Run 1, placed cells, one color a class:
Bar = 50 um.
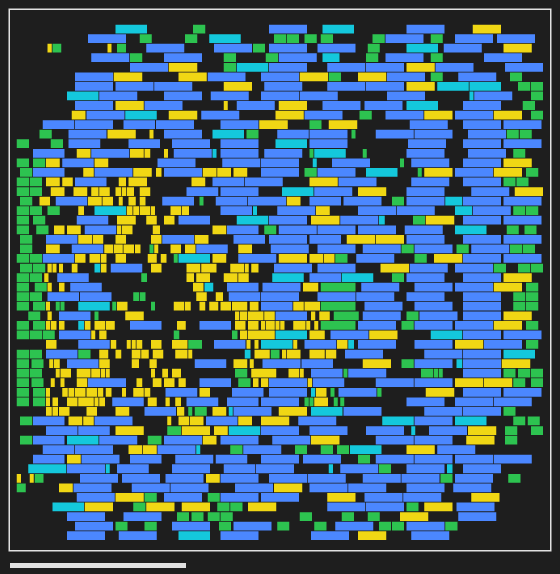
Run 1, clock distribution:
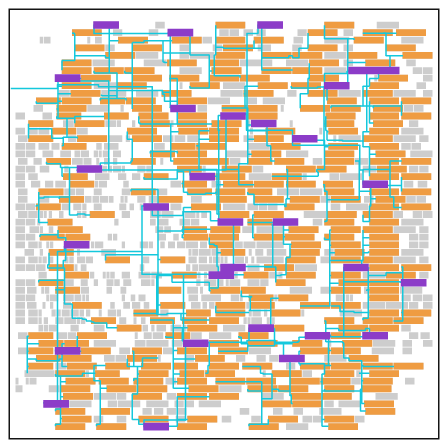
Run 1, clock wiring as the flow saved it:
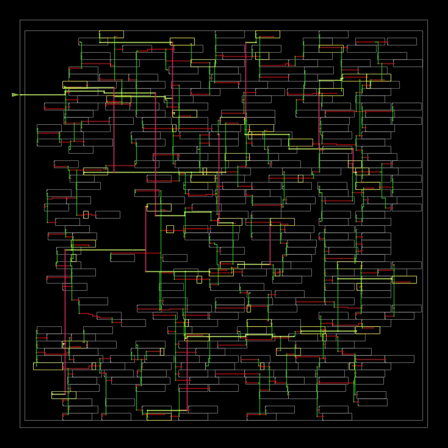
--- src/rtl/fetch_queue.sv ---
// fetch_queue: instruction-fetch front end. A fetch PC issues one-cycle-latency
// requests to instruction memory; returned words are buffered with their PCs in
// a DEPTH-entry FIFO that feeds decode. A redirect flushes everything buffered
// or in flight and restarts fetching at the redirect target.
//
// Handshake: the decode side uses valid/ready. The head entry transfers on any
// rising edge where instr_valid and instr_ready are both high. instr_valid,
// instr and instr_pc depend only on registered state and never on instr_ready.
// The memory side has no back-pressure: a request in cycle N is answered on
// imem_rdata during cycle N+1 unconditionally.
module fetch_queue #(
  parameter int              XLEN     = 32,
  parameter int              DEPTH    = 4,
  parameter logic [XLEN-1:0] RESET_PC = '0
) (
  input  logic            clk,
  input  logic            rst,
  output logic            imem_req,
  output logic [XLEN-1:0] imem_addr,
  input  logic [31:0]     imem_rdata,
  output logic            instr_valid,
  input  logic            instr_ready,
  output logic [31:0]     instr,
  output logic [XLEN-1:0] instr_pc,
  input  logic            redirect_en,
  input  logic [XLEN-1:0] redirect_pc
);

  localparam int PW = $clog2(DEPTH);
  localparam int CW = $clog2(DEPTH + 1);
  localparam logic [CW:0] DEPTH_C = (CW + 1)'(DEPTH);

  logic [XLEN-1:0] fetch_pc;
  logic [XLEN-1:0] inflight_pc;
  logic            inflight;
  logic [PW-1:0]   rd_ptr;
  logic [PW-1:0]   wr_ptr;
  logic [CW-1:0]   count;

  logic [31:0]     fifo_instr [DEPTH];
  logic [XLEN-1:0] fifo_pc    [DEPTH];

  logic            pop;
  logic            push;
  logic            space;
  logic [CW:0]     occupancy;

  // The low two bits of the redirect target are dropped to force alignment.
  logic            unused_redirect_lsbs;
  assign unused_redirect_lsbs = ^redirect_pc[1:0];

  // Occupancy counts buffered entries plus the slot reserved for the response
  // still in flight, so a push can never find the FIFO full.
  assign pop       = instr_valid & instr_ready;
  assign push      = inflight & ~redirect_en;
  assign occupancy = {1'b0, count} + {{CW{1'b0}}, inflight} - {{CW{1'b0}}, pop};
  assign space     = occupancy < DEPTH_C;

  assign imem_req    = space & ~redirect_en & ~rst;
  assign imem_addr   = fetch_pc;
  assign instr_valid = (count != '0);
  assign instr       = fifo_instr[rd_ptr];
  assign instr_pc    = fifo_pc[rd_ptr];

  // Control state: fetch PC, in-flight tracking, FIFO pointers and count.
  // Redirect outranks every other update and discards the arriving response.
  always_ff @(posedge clk or posedge rst) begin
    if (rst) begin
      fetch_pc    <= RESET_PC;
      inflight    <= 1'b0;
      inflight_pc <= '0;
      rd_ptr      <= '0;
      wr_ptr      <= '0;
      count       <= '0;
    end else if (redirect_en) begin
      fetch_pc <= {redirect_pc[XLEN-1:2], 2'b00};
      inflight <= 1'b0;
      rd_ptr   <= '0;
      wr_ptr   <= '0;
      count    <= '0;
    end else begin
      inflight <= imem_req;
      if (imem_req) begin
        inflight_pc <= fetch_pc;
        fetch_pc    <= fetch_pc + XLEN'(4);
      end
      if (push) begin
        wr_ptr <= wr_ptr + PW'(1);
      end
      if (pop) begin
        rd_ptr <= rd_ptr + PW'(1);
      end
      if (push && !pop) begin
        count <= count + CW'(1);
      end else if (!push && pop) begin
        count <= count - CW'(1);
      end
    end
  end

  // FIFO storage; contents are only meaningful below count, so no reset.
  always_ff @(posedge clk) begin
    if (push) begin
      fifo_instr[wr_ptr] <= imem_rdata;
      fifo_pc[wr_ptr]    <= inflight_pc;
    end
  end

endmodule

--- config.mk ---
export PLATFORM = sky130hd
export DESIGN_NAME = fetch_queue
export DESIGN_NICKNAME = d
export VERILOG_FILES = /design/src/rtl/fetch_queue.sv
export SDC_FILE = /design/constraint.sdc
export NUM_CORES = 1
export LEC_CHECK = 0
export CAP_MARGIN = 20
export CORE_MARGIN = 1.5
export CORE_UTILIZATION = 55
export CTS_CLUSTER_SIZE = 25
export DETAILED_ROUTE_END_ITERATION = 12
export GPL_TIMING_DRIVEN = 0
export HOLD_SLACK_MARGIN = 0.1
export PLACE_DENSITY = 0.83
export SYNTH_ARGS = -nofsm -noshare
export SYNTH_HDL_FRONTEND = slang
export SYNTH_SLANG_ARGS = --single-unit
--- constraint.sdc ---
create_clock -name clk -period 4.17 [get_ports clk]
set_input_delay 0.417 -clock clk [delete_from_list [all_inputs] [get_ports clk]]
set_output_delay 0.417 -clock clk [all_outputs]
set_load 0.02 [all_outputs]
==> reports/README.md, run 1 <==
| Parameter | Reported | Unit |
|:---|:---|:---|
| Wire length the detailed router placed on met1 | 10830 | um |
| Most frequent cells in the layout | sky130_fd_sc_hd__edfxtp_1 (248), sky130_fd_sc_hd__clkdlybuf4s50_1 (158), sky130_fd_sc_hd__dfrtp_1 (68) | - |
| Combinational share of cell area | 20.22 | % |
| Depth of the critical timing path with buffers and inverters included | 12 | - |
| Biggest area cells | sky130_fd_sc_hd__edfxtp_1 (60%), sky130_fd_sc_hd__dfrtp_1 (14%), sky130_fd_sc_hd__mux4_2 (11%), sky130_fd_sc_hd__mux2_1 (2.5%), sky130_fd_sc_hd__xnor2_1 (1.5%) | - |
| Part of the cycle the worst path needs | 95.76 | % |
| Pwr/cell area | 595.7 | mW/mm^2 |
| Status | finished clean | - |
| Detailed-route wire length per cell | 22.13 | um |
| Switching power as a share of total power | 28.08 | % |
| Cell count after placement | 1091 | - |
| Layout overhead on the synthesized area | 24.77 | % |
| Area fraction in and, or, nand and nor cells | 3.388 | % |
| Worst VDD drop | 0.0003777 | V |
| Library cell with the largest summed area after synthesis | sky130_fd_sc_hd__edfxtp_1 | - |
| GRT Util Overall | 22.16 | % |
| Setup repair after global routing missed its margin | false | - |
| Area of all placed cells without fillers | 0.01557 | sq mm |
| Power in sequential cells | 4.19 | mW |
| Post-route antenna net violation count | 0 | - |
| Global route hottest layer | met2 | - |
| Place WS | -0.1002 | ns |
| Final hold violations | 0 | - |
| Non-clock buffering overhead in the final layout | 12.05 | % |
| Tapcell Cnt | 280 | - |
| Total power of the final layout | 9.277 | mW |
| Setup crit end | imem_req | - |
| Dominant cell by count in the synthesized netlist | sky130_fd_sc_hd__edfxtp_1 | - |
| Combined area of the multi-input logic cells | 0.003149 | sq mm |
| Endpoints failing setup | 0 | - |
| Number of I/O pins | 166 | - |
| Critical R2R Capture | imem_addr[19]$_DFFE_PP0P_ | - |
## Picture notes: 'placed cells, one color a class'
Key: clock drivers and dummy loads = cyan [cells 56]; sequential cells = blue [cells 316]; remaining buffers and delay cells = green [cells 199]; remaining logic cells = yellow [cells 297]
placeable core area: 0.02203 sq mm
sequential share of cell area: 58.74%
final core utilization: 70.71%

## Picture notes: 'clock distribution'
Key: clock wires = cyan [length 3310 um]; flip-flops = orange [count 316]; clock-net drivers = purple [count 30]
Position of the flops: all over the die.

## Picture notes: 'clock wiring as the flow saved it'
CTS sink cnt: 316
Clock Skew: 0.01558 ns

## run 1: how the worst min path moves through the flow
stage	startpoint	endpoint	slack [ns]	depth (start not counted)
2_1_floorplan	inflight_pc[10]$_DFFE_PP0P_	fifo_pc[0][10]$_DFFE_PP_	0.47	0
3_3_place_gp	inflight_pc[9]$_DFFE_PP0P_	fifo_pc[1][9]$_DFFE_PP_	0.49	0
3_5_place_dp	inflight_pc[5]$_DFFE_PP0P_	fifo_pc[0][5]$_DFFE_PP_	0.50	0
4_1_cts	redirect_pc[2]	imem_addr[2]$_DFFE_PP0P_	0.40	3
5_1_grt	redirect_pc[6]	imem_addr[6]$_DFFE_PP0P_	0.41	3
6_report	redirect_pc[2]	imem_addr[2]$_DFFE_PP0P_	0.41	3
==> inputs of run 2 (changes only) <==
--- a/config.mk
+++ b/config.mk
@@ -13,6 +13,7 @@
 export GPL_TIMING_DRIVEN = 0
 export HOLD_SLACK_MARGIN = 0.1
 export PLACE_DENSITY = 0.83
+export SLEW_MARGIN = 20
 export SYNTH_ARGS = -nofsm -noshare
 export SYNTH_HDL_FRONTEND = slang
 export SYNTH_SLANG_ARGS = --single-unit
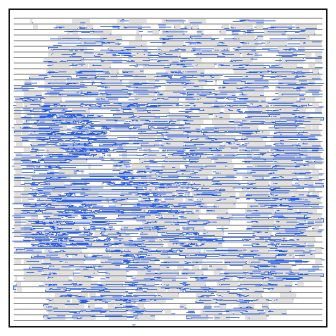
Run 2: metal 1
Supply wires on this layer in gray.
The layer holds 42% of the routed length. 839 nets have wire on it. The layer carries 11000 um of wire. The longest straight run is 49.2 um. The wires run mostly horizontal.
met1 track demand over resource in global routing: 31.65%
via total after detailed routing: 6756
final wirelength: 26140 um

==> run 2 against run 1 <==
Routed wire length is 2.9% higher. Critical endpoint unchanged. Critical path depth unchanged. Sequential share of layout area fell by 0.076 points. Critical path type unchanged. Largest cell class unchanged. Final area grew 0.13%. Worst hold slack got worse by 0.0083 ns. Utilization grew 0.091 points. Final cell count about the same. Via count grew 1.3%. Worst setup slack improved by 0.081 ns. Non-clock buffer count increased by 1. Fmax up 2.1%. Die area is the same.
==> reports/README.md, run 2 <==
| Parameter | Reported | Unit | Delta |
|:---|:---|:---|:---|
| Number of I/O pins | 166 | - | unchanged |
| Dominant cell by count in the synthesized netlist | sky130_fd_sc_hd__edfxtp_1 | - |  |
| Critical R2R Capture | imem_addr[19]$_DFFE_PP0P_ | - |  |
| Crit path DRT | 3.75 | ns |  |
| Largest registers | fifo_instr (128), fifo_pc (120) | - |  |
| Setup crit end | imem_req | - |  |
| Number of antenna violations at the first check in global routing | 0 | - |  |
| GRT Util Overall | 22.84 | % | +0.69 points |
| Worst VDD drop | 0.0003731 | V | -1.2% |
| Global route hottest layer | met2 | - |  |
| Library cell with the largest summed area after synthesis | sky130_fd_sc_hd__edfxtp_1 | - |  |
| Final total negative setup slack | 0 | ns |  |
| Total met3 wirelength after detailed routing | 1665 | um |  |
| Most frequent cells in the layout | sky130_fd_sc_hd__edfxtp_1 (248), sky130_fd_sc_hd__clkdlybuf4s50_1 (158), sky130_fd_sc_hd__dfrtp_1 (68) | - |  |
| Cell count after placement | 1092 | - | +0.092% |
| Depth of the critical timing path with buffers and inverters included | 12 | - | unchanged |
| Placeable core area | 0.02203 | sq mm | unchanged |
| Register name with the most flops | fifo_instr | - |  |
| Detailed-route wire length per cell | 22.75 | um | +2.8% |
| Met2 routed WL | 13090 | um |  |
| Switching power as a share of total power | 28.13 | % | +0.052 points |
| Total power of the final layout | 9.317 | mW | +0.43% |
| Biggest area cells | sky130_fd_sc_hd__edfxtp_1 (60%), sky130_fd_sc_hd__dfrtp_1 (14%), sky130_fd_sc_hd__mux4_2 (11%), sky130_fd_sc_hd__mux2_1 (2.5%), sky130_fd_sc_hd__xnor2_1 (1.5%) | - |  |
| Endpoints failing setup | 0 | - | unchanged |
| Place WS | -0.1248 | ns | -0.02457 ns |
| Combined area of all synthesized cells | 0.01248 | sq mm |  |
| Wire length the detailed router placed on met1 | 10990 | um | +1.4% |
| H-tree levels | 1 | - |  |
| Setup repair after global routing missed its margin | false | - |  |
| Final hold violations | 0 | - | unchanged |
| Status | finished clean | - |  |
| Power in sequential cells | 4.19 | mW | about the same |
| Pwr/cell area | 597.5 | mW/mm^2 | +0.30% |
| CTS sink cnt | 316 | - | unchanged |
| Area fraction in and, or, nand and nor cells | 3.388 | % | unchanged |
| Layout overhead on the synthesized area | 24.93 | % |  |
| Adder Area Share | 0.9622 | % |  |
| Part of the cycle the worst path needs | 93.82 | % | -1.9 points |
| Post-route antenna net violation count | 0 | - | unchanged |
| Top area contributor share | 59.66 | % |  |
| Top pwr grp | sequential cells | - |  |
| Clock Skew | 0.02036 | ns | +0.004775 ns |
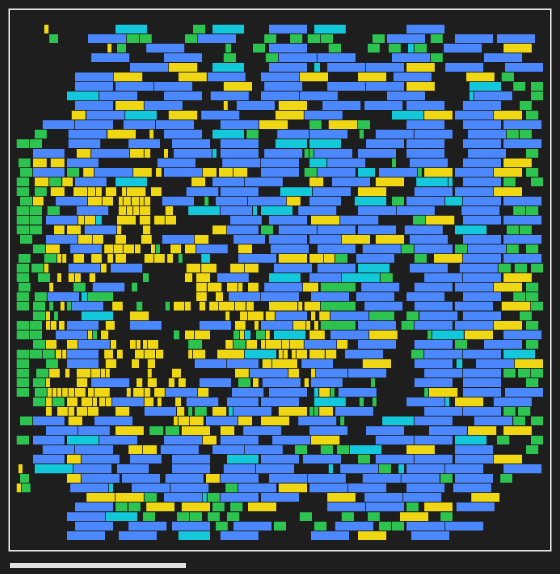
Run 2: placed cells, one color a class
Bar = 50 um.
Key: sequential cells = blue [cells 316]; clock drivers and dummy loads = cyan [cells 56]; remaining buffers and delay cells = green [cells 200]; remaining logic cells = yellow [cells 297]
area of all placed cells without fillers: 0.01560 sq mm
sequential share of cell area: 58.66%
final core utilization: 70.80%
Placement Rows: 54

-- run 2: cell count changes in the layout (fill, tap and decap cells not counted), sizes merged --
| cell | before | now |
|---|---|---|
| bufinv | 1 | 2 |
| clkdlybuf4s15 | 1 | 0 |
| buf | 24 | 25 |
-- run 2: area by class of cell --
| cell class | instances | area, sq um |
|---|---|---|
| Buffer | 35 | 175.2 |
| Multi-Input combinational cell | 285 | 3149 |
| Clock buffer | 41 | 885.9 |
| Inverter | 12 | 47.55 |
| Tap cell | 280 | 350.3 |
| Sequential cell | 316 | 9149 |
| Clock inverter | 15 | 121.4 |
| Timing Repair Buffer | 165 | 1717 |
| Fill cell | 1367 | 6431 |
==> inputs of run 3 (changes only) <==
--- a/config.mk
+++ b/config.mk
@@ -5,14 +5,15 @@
 export SDC_FILE = /design/constraint.sdc
 export NUM_CORES = 1
 export LEC_CHECK = 0
+export ABC_AREA = 1
 export CAP_MARGIN = 20
 export CORE_MARGIN = 1.5
-export CORE_UTILIZATION = 55
+export CORE_UTILIZATION = 54
 export CTS_CLUSTER_SIZE = 25
 export DETAILED_ROUTE_END_ITERATION = 12
 export GPL_TIMING_DRIVEN = 0
 export HOLD_SLACK_MARGIN = 0.1
-export PLACE_DENSITY = 0.83
+export PLACE_DENSITY = 0.81
 export SLEW_MARGIN = 20
 export SYNTH_ARGS = -nofsm -noshare
 export SYNTH_HDL_FRONTEND = slang
==> constraint.sdc (replaced) <==
create_clock -name clk -period 3.6 [get_ports clk]
set_input_delay 0.36 -clock clk [delete_from_list [all_inputs] [get_ports clk]]
set_output_delay 0.36 -clock clk [all_outputs]
set_load 0.02 [all_outputs]
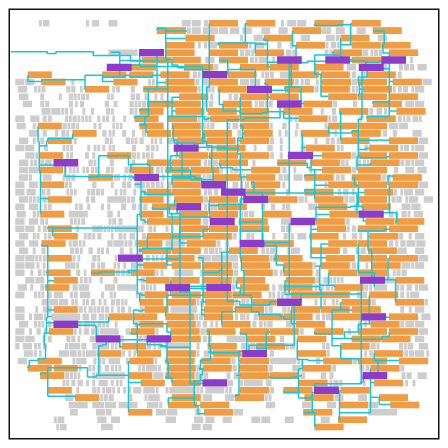
Run 3: clock distribution
Key: flip-flops = orange [count 316]; clock-net drivers = purple [count 34]; clock wires = cyan [length 3370 um]
Position of the flops: all over the die. There are 35 routed clock nets.
power dissipated in the clock network: 3.54 mW
Clock Skew: 0.009015 ns

==> run 3 against run 2 <==
Final cell count rose by 47%. Sequential power rose by 17%. Utilization fell by 1.0 points. Sequential share of layout area fell by 3.1 points. Routed wire length rose by 20%.
==> reports/README.md, run 3 <==
| Parameter | Reported | Unit | Delta |
|:---|:---|:---|:---|
| Status | finished clean | - |  |
| Most frequent cells in the layout | sky130_fd_sc_hd__edfxtp_1 (248), sky130_fd_sc_hd__nand2_1 (181), sky130_fd_sc_hd__nor2_1 (157), sky130_fd_sc_hd__clkdlybuf4s50_1 (157), sky130_fd_sc_hd__o21ai_0 (129) | - |  |
| Post-route antenna net violation count | 0 | - | unchanged |
| Layout overhead on the synthesized area | 26.00 | % |  |
| Part of the cycle the worst path needs | 89.74 | % |  |
| Combined area of all synthesized cells | 0.01308 | sq mm | +4.7% |
| Number of antenna violations at the first check in global routing | 0 | - | unchanged |
| Setup crit end | instr_pc[12] | - |  |
| Detailed-route wire length per cell | 18.60 | um | -18% |
| Global route hottest layer | met2 | - |  |
| Worst VDD drop | 0.0004838 | V | +30% |
| Dominant cell by count in the synthesized netlist | sky130_fd_sc_hd__edfxtp_1 | - |  |
| H-tree levels | 2 | - | +1 |
| Combinational share of cell area | 20.98 | % | +0.78 points |
| Final hold violations | 0 | - | unchanged |
| Biggest area cells | sky130_fd_sc_hd__edfxtp_1 (57%), sky130_fd_sc_hd__dfrtp_1 (13%), sky130_fd_sc_hd__nand2_1 (5.2%), sky130_fd_sc_hd__o21ai_0 (4.9%), sky130_fd_sc_hd__nor2_1 (4.6%) | - |  |
| Seq cells | 316 | - | unchanged |
| Endpoints failing setup | 0 | - | unchanged |
| Adder Area Share | 0.9187 | % | -0.044 points |
| Multi-input gates | 708 | - | +150% |
| Seq. cell area | 0.009149 | sq mm | unchanged |
| Register name with the most flops | fifo_instr | - |  |
| Relative area of clock buffers and inverters in the final design | 6.919 | % | +0.46 points |
| Cell group occupying the most layout area | registers | - |  |
| Met2 routed WL | 15570 | um | +19% |
| Non-clock buffering overhead in the final layout | 12.74 | % | +0.61 points |
| Total met3 wirelength after detailed routing | 2569 | um | +54% |
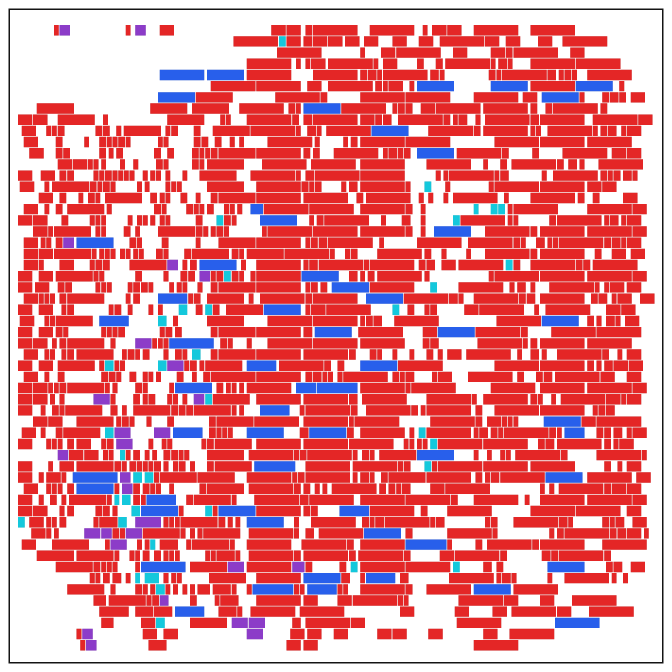
Run 3: drive-strength map
Key: x3 and x4 = purple [cells 28, share 2.0%, most used nor2_4]; x2 = cyan [cells 38, share 2.8%, most used buf_2]; x1 and smaller = red [cells 1250, share 91%, most used edfxtp_1]; x6 and larger = blue [cells 57, share 4.2%, most used clkbuf_16]

run 3: per-stage QoR:
step | TNS (ns) | instance area, sq um | hold WS, ns | utilization, % | instances
4_1_cts | 0 | 16470 | 0.2510 | 69.75 | 1692
6_report | 0 | 16470 | 0.2425 | 69.77 | 1692
3_3_place_gp | -518.72 | 15070 | 0.4619 | 63.81 | 1623
2_1_floorplan | -69.17 | 13090 | 0.4449 | - | 1146
5_1_grt | 0 | 16470 | 0.2682 | 69.77 | 1692
3_5_place_dp | 0 | 15330 | 0.4629 | 64.92 | 1633
run 3: power groups by stage:
stage	registers [mW]	clock network, mW	logic (mW)
finish	4.91	3.54	3.34
global route	4.96	3.72	3.64
CTS	4.90	3.58	3.36
detailed placement	4.96	0	3.32
global placement	4.95	0	3.21
floorplan	4.96	0	1.79
Power figures rest on the tool's default switching activity, not on a simulated workload.
